## src/rtl/imem_fetch_ctrl_if.sv

```systemverilog
// Signal bundle between imem_fetch_ctrl, the core fetch stage and the instruction ROM.
// The master modport is the fetch controller; the slave modport is the core/ROM side.
interface imem_fetch_ctrl_if #(
  parameter int ADDR_W = 32,
  parameter int DATA_W = 32
);
  logic              flush_i;
  logic [ADDR_W-1:0] flush_pc_i;
  logic              inst_ready_i;
  logic              inst_valid_o;
  logic [DATA_W-1:0] inst_o;
  logic [ADDR_W-1:0] inst_pc_o;
  logic              mem_ce_o;
  logic [ADDR_W-1:0] mem_addr_o;
  logic [DATA_W-1:0] mem_data_i;

  modport master (
    input  flush_i,
    input  flush_pc_i,
    input  inst_ready_i,
    input  mem_data_i,
    output inst_valid_o,
    output inst_o,
    output inst_pc_o,
    output mem_ce_o,
    output mem_addr_o
  );

  modport slave (
    output flush_i,
    output flush_pc_i,
    output inst_ready_i,
    output mem_data_i,
    input  inst_valid_o,
    input  inst_o,
    input  inst_pc_o,
    input  mem_ce_o,
    input  mem_addr_o
  );
endinterface

```

## src/rtl/imem_fetch_ctrl.sv

```systemverilog
// Prefetching instruction-fetch controller: one outstanding ROM request feeding a show-ahead FIFO.
// Optional macro IMEM_PERF_CNT_EN adds the fetch_cnt_o / flush_drop_o performance counters.
module imem_fetch_ctrl #(
  parameter int                ADDR_W      = 32,
  parameter int                DATA_W      = 32,
  parameter int                WAIT_CYCLES = 1,
  parameter int                DEPTH       = 4,
  parameter logic [ADDR_W-1:0] RESET_PC    = '0
) (
  input  logic              clk_i,
  input  logic              rst_i,
  imem_fetch_ctrl_if.master bus
`ifdef IMEM_PERF_CNT_EN
  ,
  output logic [31:0]       fetch_cnt_o,
  output logic [31:0]       flush_drop_o
`endif
);

  localparam int                PTR_W       = $clog2(DEPTH);
  localparam int                CNT_W       = $clog2(DEPTH + 1);
  localparam logic [CNT_W-1:0]  DEPTH_C     = CNT_W'(DEPTH);
  localparam logic [3:0]        WAIT_LIM    = 4'(WAIT_CYCLES);
  localparam logic [ADDR_W-1:0] RESET_PC_AL = {RESET_PC[ADDR_W-1:2], 2'b00};
  localparam logic [ADDR_W-1:0] PC_STEP     = ADDR_W'(4);

  typedef enum logic {
    ST_IDLE,
    ST_WAIT
  } state_e;

  state_e            r_state;
  state_e            w_stateNext;
  logic [ADDR_W-1:0] r_fetchPc;
  logic [ADDR_W-1:0] w_fetchPcNext;
  logic              r_ce;
  logic              w_ceNext;
  logic [ADDR_W-1:0] r_addr;
  logic [ADDR_W-1:0] w_addrNext;
  logic [3:0]        r_waitCnt;
  logic [3:0]        w_waitCntNext;

  logic [PTR_W-1:0]  r_wrPtr;
  logic [PTR_W-1:0]  r_rdPtr;
  logic [CNT_W-1:0]  r_count;
  logic [CNT_W-1:0]  w_countNext;
  logic [ADDR_W-1:0] r_fifoPc   [DEPTH];
  logic [DATA_W-1:0] r_fifoData [DEPTH];

  logic              w_valid;
  logic              w_pop;
  logic              w_push;
  logic              w_space;
  logic [ADDR_W-1:0] w_pcInc;
  logic [ADDR_W-1:0] w_flushPc;
  logic              w_unused;

  // Flush masks both the pop and the capture, so a redirect never leaks stale data.
  assign w_valid     = (r_count != '0);
  assign w_pop       = w_valid && bus.inst_ready_i && !bus.flush_i;
  assign w_push      = (r_state == ST_WAIT) && (r_waitCnt == WAIT_LIM) && !bus.flush_i;
  assign w_countNext = r_count + CNT_W'(w_push) - CNT_W'(w_pop);
  assign w_space     = (w_countNext < DEPTH_C);
  assign w_pcInc     = r_fetchPc + PC_STEP;
  assign w_flushPc   = {bus.flush_pc_i[ADDR_W-1:2], 2'b00};
  assign w_unused    = ^bus.flush_pc_i[1:0];

  always_ff @(posedge clk_i or negedge rst_i) begin
    if (!rst_i) begin
      r_state   <= ST_IDLE;
      r_fetchPc <= RESET_PC_AL;
      r_ce      <= 1'b0;
      r_addr    <= '0;
      r_waitCnt <= '0;
    end else begin
      r_state   <= w_stateNext;
      r_fetchPc <= w_fetchPcNext;
      r_ce      <= w_ceNext;
      r_addr    <= w_addrNext;
      r_waitCnt <= w_waitCntNext;
    end
  end

  // A new request is launched only when the slot it will fill is already guaranteed.
  always_comb begin
    w_stateNext   = r_state;
    w_fetchPcNext = r_fetchPc;
    w_ceNext      = r_ce;
    w_addrNext    = r_addr;
    w_waitCntNext = r_waitCnt;
    if (bus.flush_i) begin
      w_stateNext   = ST_IDLE;
      w_fetchPcNext = w_flushPc;
      w_ceNext      = 1'b0;
      w_waitCntNext = '0;
    end else begin
      case (r_state)
        ST_IDLE: begin
          if (w_space) begin
            w_stateNext   = ST_WAIT;
            w_ceNext      = 1'b1;
            w_addrNext    = r_fetchPc;
            w_waitCntNext = '0;
          end
        end
        ST_WAIT: begin
          if (w_push) begin
            w_fetchPcNext = w_pcInc;
            w_waitCntNext = '0;
            if (w_space) begin
              w_addrNext = w_pcInc;
            end else begin
              w_ceNext    = 1'b0;
              w_stateNext = ST_IDLE;
            end
          end else begin
            w_waitCntNext = r_waitCnt + 4'd1;
          end
        end
        default: begin
          w_stateNext = ST_IDLE;
          w_ceNext    = 1'b0;
        end
      endcase
    end
  end

  always_ff @(posedge clk_i or negedge rst_i) begin
    if (!rst_i) begin
      r_wrPtr <= '0;
      r_rdPtr <= '0;
      r_count <= '0;
    end else if (bus.flush_i) begin
      r_wrPtr <= '0;
      r_rdPtr <= '0;
      r_count <= '0;
    end else begin
      if (w_push) begin
        r_wrPtr <= r_wrPtr + PTR_W'(1);
      end
      if (w_pop) begin
        r_rdPtr <= r_rdPtr + PTR_W'(1);
      end
      r_count <= w_countNext;
    end
  end

  always_ff @(posedge clk_i) begin
    if (w_push) begin
      r_fifoPc[r_wrPtr]   <= r_fetchPc;
      r_fifoData[r_wrPtr] <= bus.mem_data_i;
    end
  end

  assign bus.inst_valid_o = w_valid;
  assign bus.inst_o       = w_valid ? r_fifoData[r_rdPtr] : '0;
  assign bus.inst_pc_o    = w_valid ? r_fifoPc[r_rdPtr] : '0;
  assign bus.mem_ce_o     = r_ce;
  assign bus.mem_addr_o   = r_addr;

`ifdef IMEM_PERF_CNT_EN
  logic [31:0] r_fetchCnt;
  logic [31:0] r_flushDrop;
  logic [32:0] w_dropSum;

  // Entries lost to a flush are the queued words plus the request still in flight.
  assign w_dropSum = {1'b0, r_flushDrop} + 33'(r_count) + 33'(r_ce);

  always_ff @(posedge clk_i or negedge rst_i) begin
    if (!rst_i) begin
      r_fetchCnt  <= '0;
      r_flushDrop <= '0;
    end else begin
      if (w_pop && (r_fetchCnt != '1)) begin
        r_fetchCnt <= r_fetchCnt + 32'd1;
      end
      if (bus.flush_i) begin
        r_flushDrop <= w_dropSum[32] ? '1 : w_dropSum[31:0];
      end
    end
  end

  assign fetch_cnt_o  = r_fetchCnt;
  assign flush_drop_o = r_flushDrop;
`endif

endmodule

```

## src/flat_wrapper.sv

```systemverilog
// flat-port wrapper written by rule: the top's interface ports become plain ports
module imem_fetch_ctrl_flat 
#(
  parameter int                ADDR_W      = 32,
  parameter int                DATA_W      = 32,
  parameter int                WAIT_CYCLES = 1,
  parameter int                DEPTH       = 4,
  parameter logic [ADDR_W-1:0] RESET_PC    = '0
)
  (clk_i, rst_i, bus_flush_i, bus_flush_pc_i, bus_inst_ready_i, bus_mem_data_i, bus_inst_valid_o, bus_inst_o, bus_inst_pc_o, bus_mem_ce_o, bus_mem_addr_o);
  imem_fetch_ctrl_if #(.ADDR_W(ADDR_W), .DATA_W(DATA_W)) bus_i ();
  input  logic clk_i;
  input  logic rst_i;
  input wire logic [$bits(bus_i.flush_i)-1:0] bus_flush_i;
  input wire logic [$bits(bus_i.flush_pc_i)-1:0] bus_flush_pc_i;
  input wire logic [$bits(bus_i.inst_ready_i)-1:0] bus_inst_ready_i;
  input wire logic [$bits(bus_i.mem_data_i)-1:0] bus_mem_data_i;
  output wire logic [$bits(bus_i.inst_valid_o)-1:0] bus_inst_valid_o;
  output wire logic [$bits(bus_i.inst_o)-1:0] bus_inst_o;
  output wire logic [$bits(bus_i.inst_pc_o)-1:0] bus_inst_pc_o;
  output wire logic [$bits(bus_i.mem_ce_o)-1:0] bus_mem_ce_o;
  output wire logic [$bits(bus_i.mem_addr_o)-1:0] bus_mem_addr_o;
  assign bus_i.flush_i = bus_flush_i;
  assign bus_i.flush_pc_i = bus_flush_pc_i;
  assign bus_i.inst_ready_i = bus_inst_ready_i;
  assign bus_i.mem_data_i = bus_mem_data_i;
  assign bus_inst_valid_o = bus_i.inst_valid_o;
  assign bus_inst_o = bus_i.inst_o;
  assign bus_inst_pc_o = bus_i.inst_pc_o;
  assign bus_mem_ce_o = bus_i.mem_ce_o;
  assign bus_mem_addr_o = bus_i.mem_addr_o;
  imem_fetch_ctrl #(.ADDR_W(ADDR_W), .DATA_W(DATA_W), .WAIT_CYCLES(WAIT_CYCLES), .DEPTH(DEPTH), .RESET_PC(RESET_PC)) u_core (.clk_i(clk_i), .rst_i(rst_i), .bus(bus_i));
endmodule
```

## config.mk

```make
export PLATFORM = sky130hd
export DESIGN_NAME = imem_fetch_ctrl_flat
export DESIGN_NICKNAME = d
export VERILOG_FILES = /design/src/rtl/imem_fetch_ctrl_if.sv /design/src/rtl/imem_fetch_ctrl.sv /design/src/flat_wrapper.sv
export SDC_FILE = /design/constraint.sdc
export NUM_CORES = 1
export LEC_CHECK = 0
export ABC_CLOCK_PERIOD_IN_PS = 10250
export CORE_MARGIN = 10
export CORE_UTILIZATION = 25
export CTS_CLUSTER_DIAMETER = 80
export DETAILED_ROUTE_END_ITERATION = 8
export PLACE_DENSITY = 0.42
export SKIP_CTS_REPAIR_TIMING = 1
export SYNTH_ARGS = -nofsm -noshare
export SYNTH_HDL_FRONTEND = slang
export SYNTH_SLANG_ARGS = --single-unit
```

## constraint.sdc

```tcl
create_clock -name clk_i -period 10.25 [get_ports clk_i]
set_input_delay 2.05 -clock clk_i [delete_from_list [all_inputs] [get_ports clk_i]]
set_output_delay 2.05 -clock clk_i [all_outputs]
set_load 0.005 [all_outputs]
```

Fig. 1: register map, names as in the netlist
Scale bar: 100 um. Other sequential cells in the stronger grey, the rest of the logic in the fainter grey.
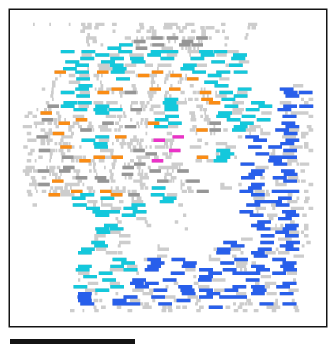
Key: u_core.r_waitCnt = magenta [flops 4, where centre]; u_core.r_fifoData = blue [flops 128]; u_core.r_fetchPc = orange [flops 30]; u_core.r_fifoPc = cyan [flops 120]
Another 39 sequential cells are not coloured.
power in sequential cells: 0.00170 W
Sequential Area: 0.00928 mm2
Seq/total area: 54.0%
final core utilization: 32.1%

Fig. 2: clock nets
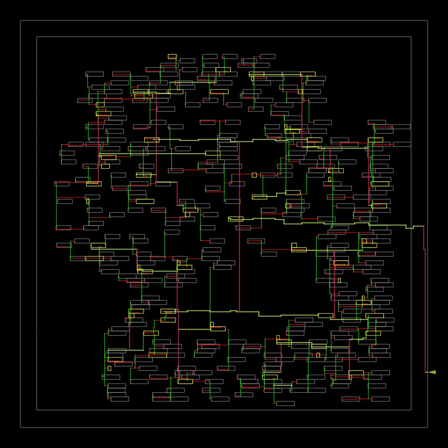
TritonCTS buffer count: 39
Num Clock Sinks: 321

Fig. 3: clock wires, drivers and flops
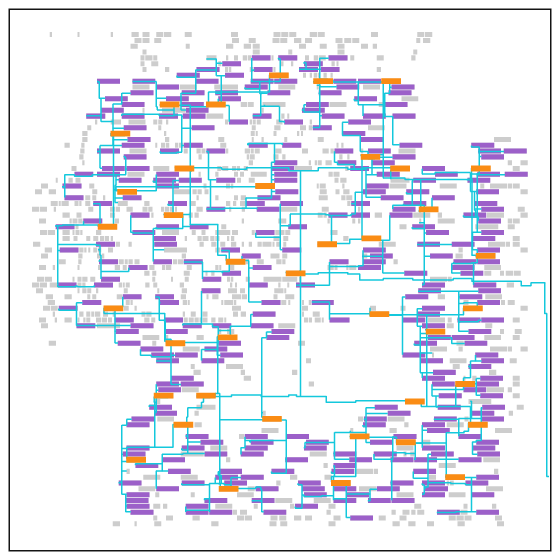
Key: cells driving clock nets = orange [count 39]; clock wires = cyan [length 4680 um]; flip-flops = purple [count 321]
There are 40 routed clock nets.
clock share of power: 33.5%
insertion delay at the late pin of the worst-skew pair: 0.55 ns
clock network power: 0.00148 W
worst clock skew: 0.0250 ns

Fig. 4: cells coloured by class
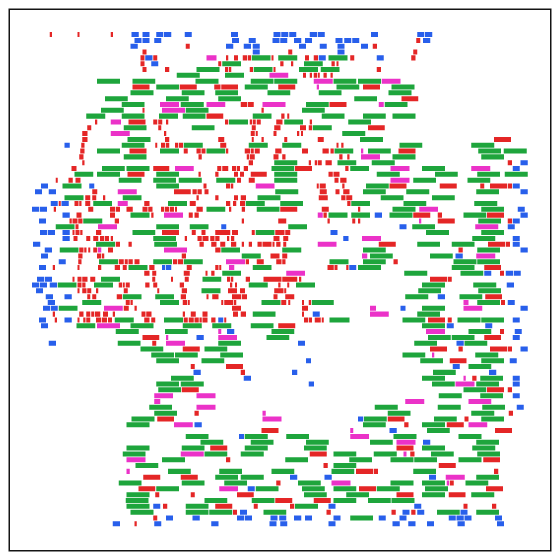
Key: other buffers and delay cells = blue [cells 170]; clock drivers and dummy loads = magenta [cells 71]; all other logic = red [cells 479]; flops = green [cells 321]
row count: 85
Core ar.: 0.0536 mm2
design area: 0.0172 mm2

Fig. 5: cell sizes after repair
Scale bar: 100 um.
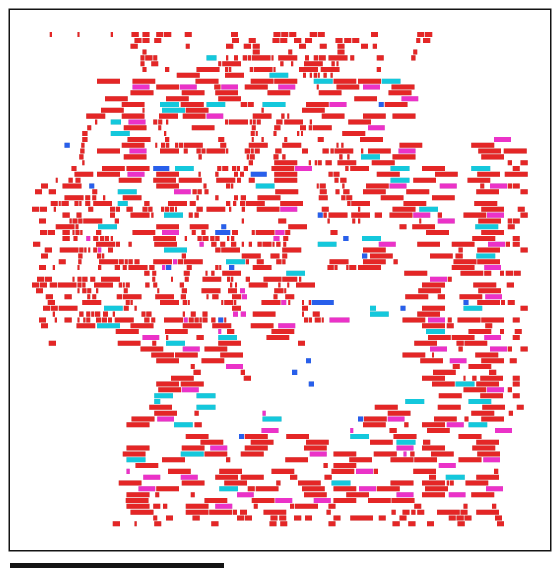
Key: drive 6 and up = cyan [cells 53]; drive 1 or less = red [cells 886]; drive 2 = magenta [cells 81]; drive 3 to 4 = blue [cells 21]

==> impl_metrics.env <==
# physical design summary
export IMPL_status="completed"
export IMPL_openroad_warnings=32
export IMPL_top_level_ports=166
export IMPL_worst_r2r_setup_slack_ns=6.40
export IMPL_worstRegToRegCells=12
export IMPL_grtUsageTotal_pct=11.9
export IMPL_synthArstFlopShare_pct=22.7
export IMPL_total_power_consumption_of_the_routed_design_w=0.00440
export IMPL_io_buffer_count=159
export IMPL_cap_violations=0
export IMPL_lay_top_count="edfxtp_1"
export IMPL_start_kind="flop"
export IMPL_most_frequent_cells_after_synthesis="edfxtp_1 (248), dfrtp_1 (73), and2_1 (66), mux4_2 (62), nor2_1 (44)"
export IMPL_firstDrtPassIters=4
export IMPL_logic_gates=467
export IMPL_fillers=5340
export IMPL_clock_buffers=46
export IMPL_finalSetupViolCount=0
export IMPL_postRouteWirelength_um=38000
export IMPL_post_synth_main_logic_family="simple AND/OR/NAND/NOR gates"
export IMPL_most_common_cell="edfxtp_1"
export IMPL_largest_reg_flops=128
export IMPL_number_of_enable_type_register_cells_in_the_synthesized_netlist=248
export IMPL_compound_area_share_pct=5.05
export IMPL_endpoint_of_the_worst_register_to_register_path="u_core.bus.mem_addr_o[31]"
export IMPL_timing_slew_headroom_pct=30.6
export IMPL_fp_dieArea_mm2=0.0636
export IMPL_placedInstanceArea_mm2=0.0158
export IMPL_period_used_pct=53.3
export IMPL_antenna_found_initial=3
export IMPL_crit_path_end="bus_inst_pc_o[2]"
export IMPL_setup_tns_final_ns=0
export IMPL_crit_path_max_fanout=33
export IMPL_non_clock_buffer_share_pct=9.69
export IMPL_insertedDiodeCount=0
export IMPL_worst_setup_hold_path_clk_slew_ns=0.06
export IMPL_multi_input_comb_area_mm2=0.00395
export IMPL_grt_pass1_vias=8400
export IMPL_worstPathCellList="buf_4 > mux4_2 > and2_1 > clkdlybuf4s50_1"
export IMPL_synth_to_layout_area_growth_pct=27.6
export IMPL_simple_gate_share_pct=10.9
export IMPL_synth_adder_area_share_pct=0.984
export IMPL_cts_root_buf="clkbuf_16"
export IMPL_grt_overflow_total=0
export IMPL_finalHoldViolations=0
export IMPL_layout_sequential_cells=321
export IMPL_ys_warn_count=0
export IMPL_cts_tree="done"
export IMPL_hold_slack_ns=0.482
export IMPL_clk_share_pct=8.08
export IMPL_pre_cts_ws_ns=5.12
export IMPL_power_report_internal_total_w=0.00315
export IMPL_worst_hold_path_endpoint="u_core.bus.mem_addr_o[2]"
export IMPL_drtIter0Drc=576
export IMPL_die_height_um=252
export IMPL_synth_seq_share_pct=68.8
export IMPL_holdPathStages=2
export IMPL_synthesis_instances=853
export IMPL_instances_no_fill=1737
export IMPL_ys_cells=853
export IMPL_period_minus_slack_ns=5.47
export IMPL_timing_critical_path_depth=4
export IMPL_most_instantiated_logic_cells_after_routing="edfxtp_1 (248), clkdlybuf4s50_1 (157), dfrtp_1 (71)"
export IMPL_first_pass_grt_wire_length_um=56900
export IMPL_nNetsFinal=1089
export IMPL_setup_worst_path_class="reg -> out"
export IMPL_worst_path_dominant_cell_family="buffers and inverters"
export IMPL_crit_path_start="u_core.r_rdPtr[0]"
export IMPL_signal_buffers=170
export IMPL_max_freq_ghz=0.183
export IMPL_cp_required_ns=8.20
export IMPL_numPlacedInstances=1666
export IMPL_drive_gt1_share_pct=14.9
export IMPL_rsz0062_at_grt="no"
export IMPL_worst_path_buffer_plus_inverter_count=2
export IMPL_ys_flops=321
export IMPL_vdd_ir_drop_worst_mv=0.0932
export IMPL_viasPerCell=4.60
export IMPL_netSwitchingFraction_pct=28.5
export IMPL_registers_top_by_ff_count="u_core.r_fifoData"
export IMPL_cpPeakStageDelay_ns=0.92
export IMPL_hpwlAfterDp_um=23500
export IMPL_postRouteAntennaNets=0
export IMPL_die_w_um=252
export IMPL_netlist_area_leader_share_pct=55.2
export IMPL_largest_area_cell="edfxtp_1"
export IMPL_critical_path_slowest_cell="dfrtp_4"
export IMPL_share_seq_of_total_power_pct=38.5
export IMPL_fp_utilization_pct=25.1
export IMPL_reg_largest_list="u_core.r_fifoData (128), u_core.r_fifoPc (120)"
export IMPL_yosysChipArea_mm2=0.0135
export IMPL_biggestCellCategory="registers"
export IMPL_class_of_the_most_critical_hold_timing_path="reg -> reg"
export IMPL_setup_ws_final_ns=4.78
export IMPL_slew_violations=0
export IMPL_clockBufferDepth=3
export IMPL_htree_num_levels=2
export IMPL_routed_via_count=7983
export IMPL_synthMuxAreaShare_pct=10.6
export IMPL_critical_path_arrival_ns=3.42
export IMPL_yosys_most_used_dff="edfxtp_1"
export IMPL_critical_r2r_launch="u_core.r_count[1]"
export IMPL_floorplan_tapcells=696
export IMPL_worst_hold_startpoint="u_core.bus.mem_addr_o[2]"
export IMPL_power_net_switching_w=0.00125
export IMPL_synth_area_top_cells="edfxtp_1 (55%), dfrtp_1 (14%), mux4_2 (10%)"
export IMPL_global_placer_s_final_weighted_congestion=0.715
export IMPL_syn_mean_instance_area_um2=15.8
export IMPL_comb_power_share_pct=28.0
export IMPL_route_detailed_drc=0
export IMPL_worstSetupEndpointType="primary output"
export IMPL_wl_per_cell_um=21.8
export IMPL_post_synth_num_cell_types=45
export IMPL_comb_area_share_pct=22.9
export IMPL_worstMarginPinSlew_ns=1.04
export IMPL_grt_start_max_net_pins=48
export IMPL_cellLeakagePower_nw=5.57
export IMPL_non_clock_inverter_count=12
export IMPL_netlist_area_mm2=0.0135
export IMPL_synthXorXnorAreaFrac_pct=1.54
export IMPL_power_per_cell_area_mw_per_mm2=256
power by group through the flow:
stage / Clock [W] / Sequential [W] / Combinational (W)
final: 0.00148 / 0.00170 / 0.00123
after global routing: 0.00158 / 0.00172 / 0.00136
after CTS: 0.00153 / 0.00170 / 0.00129
after detailed placement: 0 / 0.00173 / 0.00128
after global placement: 0 / 0.00173 / 0.00128
after floorplan: 0 / 0.00163 / 0.000640
metal layers:
metal	vias up	routed length [um]	global-route usage [%]
met1	4099	16400	14.9
met5	-	36	0
met3	46	2470	3.58
met4	6	634	2.86
li1	3642	-	-
met2	190	18400	19.9
tightest hold or removal path, delay by kind of cell (launching register included):
family	cells	cell delay (ns)
and+or+nand+nor	1	0.05
DFF	1	0.34
AOI/OAI and AO/OA	1	0.06
No activity file was given, so power comes from the tool's default toggle rates.
